Fig. 1: cell outlines without signal wires
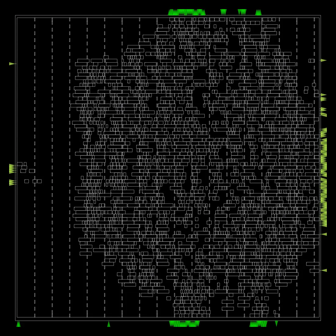
Fig. 2: routed clock nets over the placement
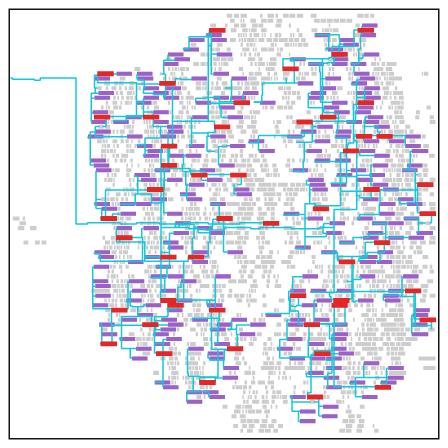
Fig. 3: gate-type map
Scale bar: 50 um.
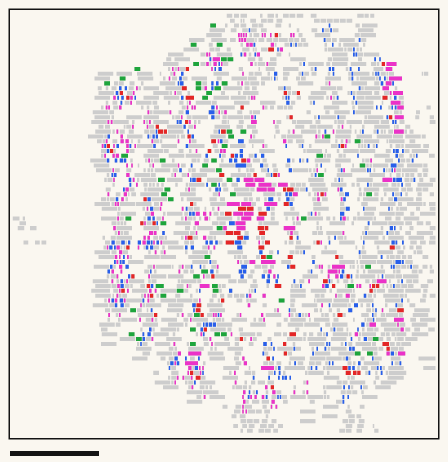
Fig. 4: close-up of the layout
Scale bar: 10 um. Region (108, 60) to (133, 85) um. Cells in gray, sequential cells in the stronger gray; small squares are vias.
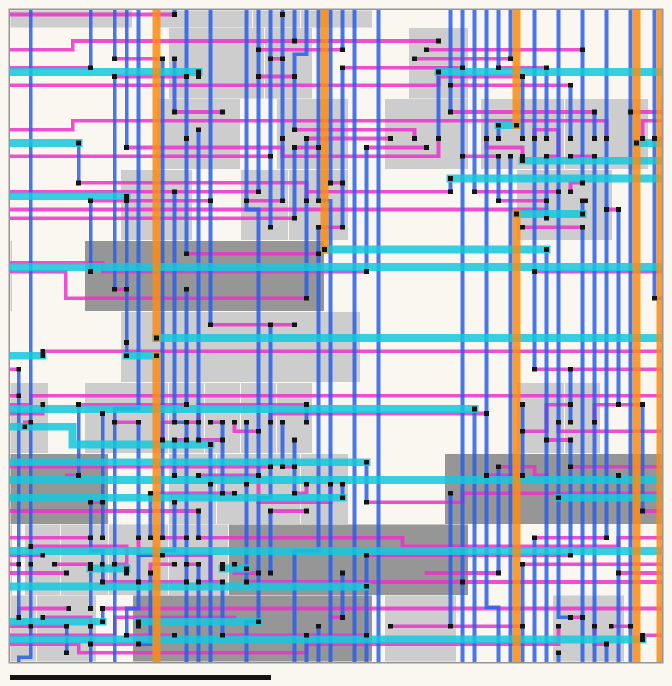
[src/rtl/csr_pkg.sv]
// Shared definitions for the machine-mode CSR file and trap controller:
// CSR addresses, operation encoding, cause codes and mstatus bit positions.
package csr_pkg;

  localparam logic [11:0] CSR_MSTATUS   = 12'h300;
  localparam logic [11:0] CSR_MIE       = 12'h304;
  localparam logic [11:0] CSR_MTVEC     = 12'h305;
  localparam logic [11:0] CSR_MSCRATCH  = 12'h340;
  localparam logic [11:0] CSR_MEPC      = 12'h341;
  localparam logic [11:0] CSR_MCAUSE    = 12'h342;
  localparam logic [11:0] CSR_MIP       = 12'h344;
  localparam logic [11:0] CSR_MCYCLE    = 12'hB00;
  localparam logic [11:0] CSR_MCYCLEH   = 12'hB80;
  localparam logic [11:0] CSR_MINSTRET  = 12'hB02;
  localparam logic [11:0] CSR_MINSTRETH = 12'hB82;

  typedef enum logic [1:0] {
    CSR_NONE  = 2'b00,
    CSR_WRITE = 2'b01,
    CSR_SET   = 2'b10,
    CSR_CLEAR = 2'b11
  } csr_op_e;

  localparam int MSTATUS_MIE  = 3;
  localparam int MSTATUS_MPIE = 7;

  localparam logic [4:0] CAUSE_MTI    = 5'd7;
  localparam logic [4:0] CAUSE_MEI    = 5'd11;
  localparam logic [4:0] CAUSE_LOCAL0 = 5'd16;

  // New CSR value for a read-modify-write operation.
  function automatic logic [31:0] csr_update(input csr_op_e op,
                                             input logic [31:0] old_val,
                                             input logic [31:0] operand);
    logic [31:0] res;
    case (op)
      CSR_WRITE: res = operand;
      CSR_SET:   res = old_val | operand;
      CSR_CLEAR: res = old_val & ~operand;
      default:   res = old_val;
    endcase
    return res;
  endfunction

endpackage

[src/rtl/irq_sync.sv]
// Multi-flop synchroniser for a vector of asynchronous level-sensitive
// interrupt lines. Each bit is synchronised independently.
module irq_sync #(
  parameter int W      = 1,
  parameter int STAGES = 2
) (
  input  logic         clk,
  input  logic         reset,
  input  logic [W-1:0] din,
  output logic [W-1:0] dout
);

  logic [STAGES-1:0][W-1:0] chain;

  // Shift every line through STAGES flops; chain[0] is the metastable stage.
  always_ff @(posedge clk or negedge reset) begin
    if (!reset) begin
      chain <= '0;
    end else begin
      chain <= {chain[STAGES-2:0], din};
    end
  end

  assign dout = chain[STAGES-1];

endmodule

[src/rtl/csr_trap_unit.sv]
// Machine-mode CSR file and trap controller for the 3-stage RV32 core.
// Reads are combinational and return the pre-write value; writes, trap entry,
// mret and counter updates happen on the rising clock edge. Same-cycle
// priority is exception > interrupt > mret > CSR write.
module csr_trap_unit
  import csr_pkg::*;
#(
  parameter int          NUM_IRQ     = 4,
  parameter int          SYNC_STAGES = 2,
  parameter int          CNT_W       = 64,
  parameter logic [31:0] MTVEC_RST   = 32'h0
) (
  input  logic               clk,
  input  logic               reset,
  input  logic [31:0]        pc,
  input  logic [11:0]        addr,
  input  logic [31:0]        wdata,
  input  logic [1:0]         csr_op,
  input  logic               reg_wr,
  input  logic               reg_rd,
  input  logic               exc_valid,
  input  logic [3:0]         exc_cause,
  input  logic               is_mret,
  input  logic               instr_ret,
  input  logic               timer_irq,
  input  logic               ext_irq,
  input  logic [NUM_IRQ-1:0] irq,
  output logic [31:0]        csr_rdata,
  output logic [31:0]        epc_evec,
  output logic               redirect,
  output logic               illegal_csr
);

  // Implemented interrupt bits: MEI, MTI and the local lines at [16+i].
  localparam logic [31:0] IRQ_MASK =
    32'h0000_0880 | ({{(32-NUM_IRQ){1'b0}}, {NUM_IRQ{1'b1}}} << 16);

  csr_op_e op;
  assign op = csr_op_e'(csr_op);

  logic               mstatus_mie, mstatus_mpie;
  logic [31:0]        mie_q, mtvec_q, mscratch_q, mepc_q, mcause_q;
  logic [CNT_W-1:0]   mcycle_q, minstret_q;
  logic [63:0]        mcycle_x, minstret_x, cyc_nxt, ret_nxt;
  logic [NUM_IRQ+1:0] irq_s;
  logic [31:0]        mip_val, mstatus_val, rd_val, wr_val, pend, evec_base, trap_vec;
  logic               known, wr_req, wr_mod, ill, int_req, trap, take_mret, csr_we;
  logic [4:0]         int_code, trap_code;

  // Bit 0 = ext_irq, bit 1 = timer_irq, bits 2.. = local lines.
  irq_sync #(.W(NUM_IRQ + 2), .STAGES(SYNC_STAGES)) u_irq_sync (
    .clk  (clk),
    .reset(reset),
    .din  ({irq, timer_irq, ext_irq}),
    .dout (irq_s)
  );

  assign mcycle_x   = 64'(mcycle_q);
  assign minstret_x = 64'(minstret_q);

  // Assemble mip and mstatus read views from the synchronised lines and flags.
  always_comb begin
    mip_val     = '0;
    mip_val[11] = irq_s[0];
    mip_val[7]  = irq_s[1];
    for (int i = 0; i < NUM_IRQ; i++) mip_val[16+i] = irq_s[2+i];
    mstatus_val               = '0;
    mstatus_val[12:11]        = 2'b11;
    mstatus_val[MSTATUS_MPIE] = mstatus_mpie;
    mstatus_val[MSTATUS_MIE]  = mstatus_mie;
  end

  // Read mux; unknown addresses read 0 and flag as unimplemented.
  always_comb begin
    rd_val = '0;
    known  = 1'b1;
    case (addr)
      CSR_MSTATUS:   rd_val = mstatus_val;
      CSR_MIE:       rd_val = mie_q;
      CSR_MTVEC:     rd_val = mtvec_q;
      CSR_MSCRATCH:  rd_val = mscratch_q;
      CSR_MEPC:      rd_val = mepc_q;
      CSR_MCAUSE:    rd_val = mcause_q;
      CSR_MIP:       rd_val = mip_val;
      CSR_MCYCLE:    rd_val = mcycle_x[31:0];
      CSR_MCYCLEH:   rd_val = mcycle_x[63:32];
      CSR_MINSTRET:  rd_val = minstret_x[31:0];
      CSR_MINSTRETH: rd_val = minstret_x[63:32];
      default:       known  = 1'b0;
    endcase
  end

  // set/clear with a zero operand is a pure read and never modifies state.
  assign wr_req = reg_wr && (op != CSR_NONE);
  assign wr_mod = reg_wr && ((op == CSR_WRITE) || ((op != CSR_NONE) && (wdata != '0)));
  assign ill    = ((reg_rd || wr_req) && !known) || (wr_mod && (addr == CSR_MIP));
  assign wr_val = csr_update(op, rd_val, wdata);

  assign pend      = mip_val & mie_q;
  assign int_req   = mstatus_mie && (pend != '0);
  assign trap      = exc_valid || int_req;
  assign take_mret = is_mret && !trap;
  assign csr_we    = wr_mod && known && !ill && !trap && !is_mret;

  // Fixed-priority interrupt select: MEI, then MTI, then lowest local index.
  always_comb begin
    int_code = CAUSE_MEI;
    if (pend[11]) begin
      int_code = CAUSE_MEI;
    end else if (pend[7]) begin
      int_code = CAUSE_MTI;
    end else begin
      for (int i = NUM_IRQ - 1; i >= 0; i--) begin
        if (pend[16+i]) int_code = CAUSE_LOCAL0 + 5'(i);
      end
    end
  end

  assign trap_code = exc_valid ? {1'b0, exc_cause} : int_code;
  assign evec_base = {mtvec_q[31:2], 2'b00};
  assign trap_vec  = (mtvec_q[0] && !exc_valid) ? evec_base + {25'b0, int_code, 2'b00}
                                                 : evec_base;

  // Outputs are forced quiet while reset is held, even mid-trap.
  assign redirect    = reset && (trap || is_mret);
  assign epc_evec    = !reset ? '0 : trap ? trap_vec : is_mret ? mepc_q : '0;
  assign illegal_csr = reset && ill;
  assign csr_rdata   = (reset && reg_rd) ? rd_val : '0;

  // mstatus interrupt-enable stack: trap pushes, mret pops, else CSR write.
  always_ff @(posedge clk or negedge reset) begin
    if (!reset) begin
      mstatus_mie  <= 1'b0;
      mstatus_mpie <= 1'b0;
    end else if (trap) begin
      mstatus_mpie <= mstatus_mie;
      mstatus_mie  <= 1'b0;
    end else if (take_mret) begin
      mstatus_mie  <= mstatus_mpie;
      mstatus_mpie <= 1'b1;
    end else if (csr_we && (addr == CSR_MSTATUS)) begin
      mstatus_mie  <= wr_val[MSTATUS_MIE];
      mstatus_mpie <= wr_val[MSTATUS_MPIE];
    end
  end

  // Plain registers; trap entry owns mepc/mcause ahead of software writes.
  always_ff @(posedge clk or negedge reset) begin
    if (!reset) begin
      mie_q      <= '0;
      mtvec_q    <= MTVEC_RST;
      mscratch_q <= '0;
      mepc_q     <= '0;
      mcause_q   <= '0;
    end else if (trap) begin
      mepc_q   <= pc & 32'hFFFF_FFFC;
      mcause_q <= {!exc_valid, 26'b0, trap_code};
    end else if (csr_we) begin
      case (addr)
        CSR_MIE:      mie_q      <= wr_val & IRQ_MASK;
        CSR_MTVEC:    mtvec_q    <= wr_val & 32'hFFFF_FFFD;
        CSR_MSCRATCH: mscratch_q <= wr_val;
        CSR_MEPC:     mepc_q     <= wr_val & 32'hFFFF_FFFC;
        CSR_MCAUSE:   mcause_q   <= wr_val;
        default:      ;
      endcase
    end
  end

  // Counter next values: a written half takes the CSR value, the other half
  // follows the normal increment/hold path.
  always_comb begin
    cyc_nxt = mcycle_x + 64'd1;
    ret_nxt = instr_ret ? minstret_x + 64'd1 : minstret_x;
    if (csr_we) begin
      case (addr)
        CSR_MCYCLE:    cyc_nxt[31:0]  = wr_val;
        CSR_MCYCLEH:   cyc_nxt[63:32] = wr_val;
        CSR_MINSTRET:  ret_nxt[31:0]  = wr_val;
        CSR_MINSTRETH: ret_nxt[63:32] = wr_val;
        default:       ;
      endcase
    end
  end

  // Counters wrap naturally by truncation to CNT_W bits.
  always_ff @(posedge clk or negedge reset) begin
    if (!reset) begin
      mcycle_q   <= '0;
      minstret_q <= '0;
    end else begin
      mcycle_q   <= cyc_nxt[CNT_W-1:0];
      minstret_q <= ret_nxt[CNT_W-1:0];
    end
  end

endmodule
[config.mk]
export PLATFORM = sky130hd
export DESIGN_NAME = csr_trap_unit
export DESIGN_NICKNAME = d
export VERILOG_FILES = /design/src/rtl/csr_pkg.sv /design/src/rtl/irq_sync.sv /design/src/rtl/csr_trap_unit.sv
export SDC_FILE = /design/constraint.sdc
export NUM_CORES = 1
export LEC_CHECK = 0
export CAP_MARGIN = 40
export CORE_UTILIZATION = 30
export CTS_CLUSTER_DIAMETER = 40
export CTS_CLUSTER_SIZE = 12
export DETAILED_ROUTE_END_ITERATION = 7
export GPL_TIMING_DRIVEN = 0
export SETUP_SLACK_MARGIN = 0.02
export SYNTH_ARGS = -nofsm -noshare
export SYNTH_HDL_FRONTEND = slang
export SYNTH_SLANG_ARGS = --single-unit
export TNS_END_PERCENT = 50
[constraint.sdc]
create_clock -name clk -period 3.65 [get_ports clk]
set_input_delay 0.5475 -clock clk [delete_from_list [all_inputs] [get_ports clk]]
set_output_delay 0.5475 -clock clk [all_outputs]
set_load 0.03 [all_outputs]
==> out/qor.rpt <==
====================================================================================
Run status                                                              finished with violations
Failing checks                                                          negative setup slack
Synthesis area per yosys                                                  0.0172 mm2
Xor/xnor share                                                                 8.62%
Internal reg-to-reg setup slack                                              0.28 ns
Reg2Reg Capture Point                                                    mtvec_q[10]
Synth top area share                                                           39.8%
Final hold viol count                                                              0
Worst path cell trace                                                   a22oi_2 -> nand2_2 -> ha_4 -> fa_2 -> and3_4 -> o21ai_4 -> a21oi_4 -> nand4_1 -> buf_6 -> nor2_4 -> xnor2_1 -> o21ai_1 -> buf_4
Number of flip-flops and latches in the synthesized netlist                      273
Number of nets still failing antenna checks after routing                          0
I/O pin count                                                                    161
Area after DPL                                                            0.0199 mm2
Net Sw Power                                                                 2.66 mW
Overflow after GRT                                                                 0
Via Count                                                                      18200
Number of buffers on the longest clock path                                        3
Logic power comb                                                             1.00 mW
Slew at the pin closest to its max-slew limit                               0.990 ns
Stage-log warning count                                                           32
Clock transition at path regs                                                0.06 ns
Type of origin of the critical path                                        flip-flop
Placed Instances                                                                2927
Top cells, area                                                         sky130_fd_sc_hd__dfrtp_1 40%, sky130_fd_sc_hd__xnor2_1 6.3%, sky130_fd_sc_hd__a21oi_1 5.4%
Path type of the worst min-delay path                                    in -> async
Least setup slack across all paths after layout                            -0.219 ns
Total of hold buffers inserted after clock tree synthesis                          1
Number of gates resized after CTS                                                441
Mux frac, synth                                                                3.79%
Average wire per standard cell                                               27.2 um
Primary FF master, synth                                                sky130_fd_sc_hd__dfrtp_1
Syn. warnings                                                                      0
Summed area of non-filler cells in the final layout                       0.0227 mm2
GRT Total Usage                                                                28.4%
Area of the multi-input gates                                             0.0102 mm2
Logic depth of the worst register-to-register path                                10
Gate count after technology mapping                                             1992
Die Height                                                                    241 um
Fraction of the mapped netlist area in compound gates                          19.2%
Fin Setup TNS                                                               -2.31 ns
Largest power group                                                            clock
Diodes inserted                                                                    0
Final wirelength                                                            83500 um
Required arrival time at the worst endpoint                                  3.10 ns
Count of buffer and inverter cells on the critical path                            2
Sequential element share of the synthesized area                               39.8%
Post-synth EDFFs                                                                   0
Max_cap viols                                                                      0
Data arrival time of the worst path                                          3.32 ns
Cell with the most instances after synthesis                            sky130_fd_sc_hd__dfrtp_1
Family of cells with the greatest summed delay on the critical path     AND-OR/OR-AND gates
Highest clock frequency the design can meet                                0.258 GHz
Proportion of synthesized flip-flops having asynchronous set or reset           100%
Leading cell types in the layout, fill and taps excluded                267 x sky130_fd_sc_hd__dfrtp_1, 220 x sky130_fd_sc_hd__nand2_1, 204 x sky130_fd_sc_hd__nor2_1
Largest clock skew in the final design                                     0.0206 ns
Number of pins exceeding their max-slew limit in the final report                  0
Synth top cells by count                                                273 x sky130_fd_sc_hd__dfrtp_1, 226 x sky130_fd_sc_hd__nand2_1, 212 x sky130_fd_sc_hd__nor2_1
Crit-path max FO                                                                   6
Clock latency on the worst-skew pair                                         0.59 ns
Layout area overhead                                                           32.3%
Cell accounting for the most synthesized area                           sky130_fd_sc_hd__dfrtp_1
Final net count                                                                 2372
Largest net degree at the start of global routing                                 89
Routability congestion estimate                                                0.985
Worst vdd rail ir drop                                                    0.000346 V
Antenna violations before repair                                                   3
Die width                                                                     241 um
Final Total Pwr                                                              9.11 mW
Sequential group power                                                       3.31 mW
Drc violations                                                                     0
CP Depth                                                                          13
Root buffer cell                                                        sky130_fd_sc_hd__clkbuf_16
Type of the worst setup path                                              reg -> out
Init Core Util                                                                 30.4%
Number of standard cells reported by yosys                                      1992
Reg2reg start                                                           u_irq_sync.dout[5]
Power per cell area                                                       401 mW/mm2
Iter 0 DRT Violations                                                           2029
Worst slew margin relative to its limit                                        34.0%
Final count of negative-setup-slack endpoints                                     28
Slowest CP cell                                                         sky130_fd_sc_hd__dfrtp_2
Number of buffers added by the clock tree synthesis step                          51
Number of buffers added for setup after CTS                                       41
Iteration count of the initial detailed-routing pass                               7
Number of different library cells in the post-synthesis netlist                   80
Power share of the sequential group                                            36.3%
Mapped Avg Cell Area                                                        8.62 um2
Period utilisation layout                                                       106%
Cell area after technology mapping                                        0.0172 mm2
Top Registers                                                           mcycle_q x64, minstret_q x64
Reported leakage power                                                       9.41 nW
Clock tree from TritonCTS                                                        yes
Area taken by flip-flops and latches                                     0.00684 mm2
Count of port buffers added during placement                                     153
Post-detailed-route via-to-cell ratio                                           5.95
Vias in the first global route                                                 17700
Peak per-stage delay on the critical path                                    0.44 ns
Sw frac                                                                        29.2%
CTS HTree Levels                                                                   2
DP Wirelength                                                               63300 um
Min Clock Period, post-route                                                 3.87 ns
Sinks on the clock net                                                           273
Share of layout cells above drive strength 1                                   19.5%
Final Util                                                                     40.2%
Critical path capture point                                             epc_evec[28]
Internal power contribution                                                  6.45 mW
Adder Share, Synth                                                            0.758%
Wire length of the first global-routing pass                               120000 um
Dominant non-sequential cell family after synthesis                     simple AND/OR/NAND/NOR gates
Launch point of the critical path                                          mie_q[11]
Setup repair after global routing missed its margin                              yes
Die ar.                                                                   0.0582 mm2
Sort of element at the end of the critical path                           output pin
Logic gate share of total power                                                11.0%
Simple-Gate Area Share                                                         23.5%
====================================================================================
-- Fig. 1 (at the start) --
flip-flops: 273
filler instances: 5520
std cell rows: 87
floorplan core area: 0.0565 mm2

-- Fig. 2 (at the start) --
clock wires: marked cyan, length 4580 um. clock-net drivers: marked red, count 51. flip-flops: marked purple, count 273.
There are 52 routed clock nets.
power in the clock group: 4.80 mW
Clock Power Share: 52.7%

-- Fig. 3 (at the start) --
mux cells: marked green, cells 64, most used mux2i_1. and/or cells: marked red, cells 95, most used and3_1. nor cells: marked magenta, cells 326, most used nor2_1. nand cells: marked blue, cells 378, most used nand2_1, where widely spread.
most frequent logic cell in the layout: sky130_fd_sc_hd__dfrtp_1
fraction of standard cell area in multi-input logic: 44.9%
Final Non-Filler Cells: 3064

-- Fig. 4 (at the start) --
M4: marked orange. M2: marked blue. M1: marked magenta. M3: marked cyan.
Netlist names of flops here include minstret_q (3), mscratch_q (1). Most frequent: nor2_1 (4), dfrtp_1 (4). 36 logic cells have their middle in the window. Sequential cells in the window: 4.

routing by layer:
metal / part of all wire, % / GRT usage [%]
met5: 0.019 / 0
met4: 7.0 / 17.7
met3: 9.9 / 5.96
met2: 45 / 45.3
met1: 38 / 35.1
stage by stage:
stage          hold slack [ns]  setup slack (ns)
2_1_floorplan            0.252           0.00201
3_3_place_gp             0.341            -11.03
3_5_place_dp             0.340             -1.41
4_1_cts                0.00950            -0.174
5_1_grt                 0.0261            -0.289
6_report                0.0113            -0.219
cell type report:
class	count	area share [%]
Buffer	125	3.20
Sequential cell	273	30.1
Clock inverter	38	1.76
Inverter	32	0.528
Clock buffer	55	5.81
Timing Repair Buffer	230	9.54
Multi-Input combinational cell	1555	44.9
Tap cell	756	4.16
Power is estimated from default activity; no workload was simulated.
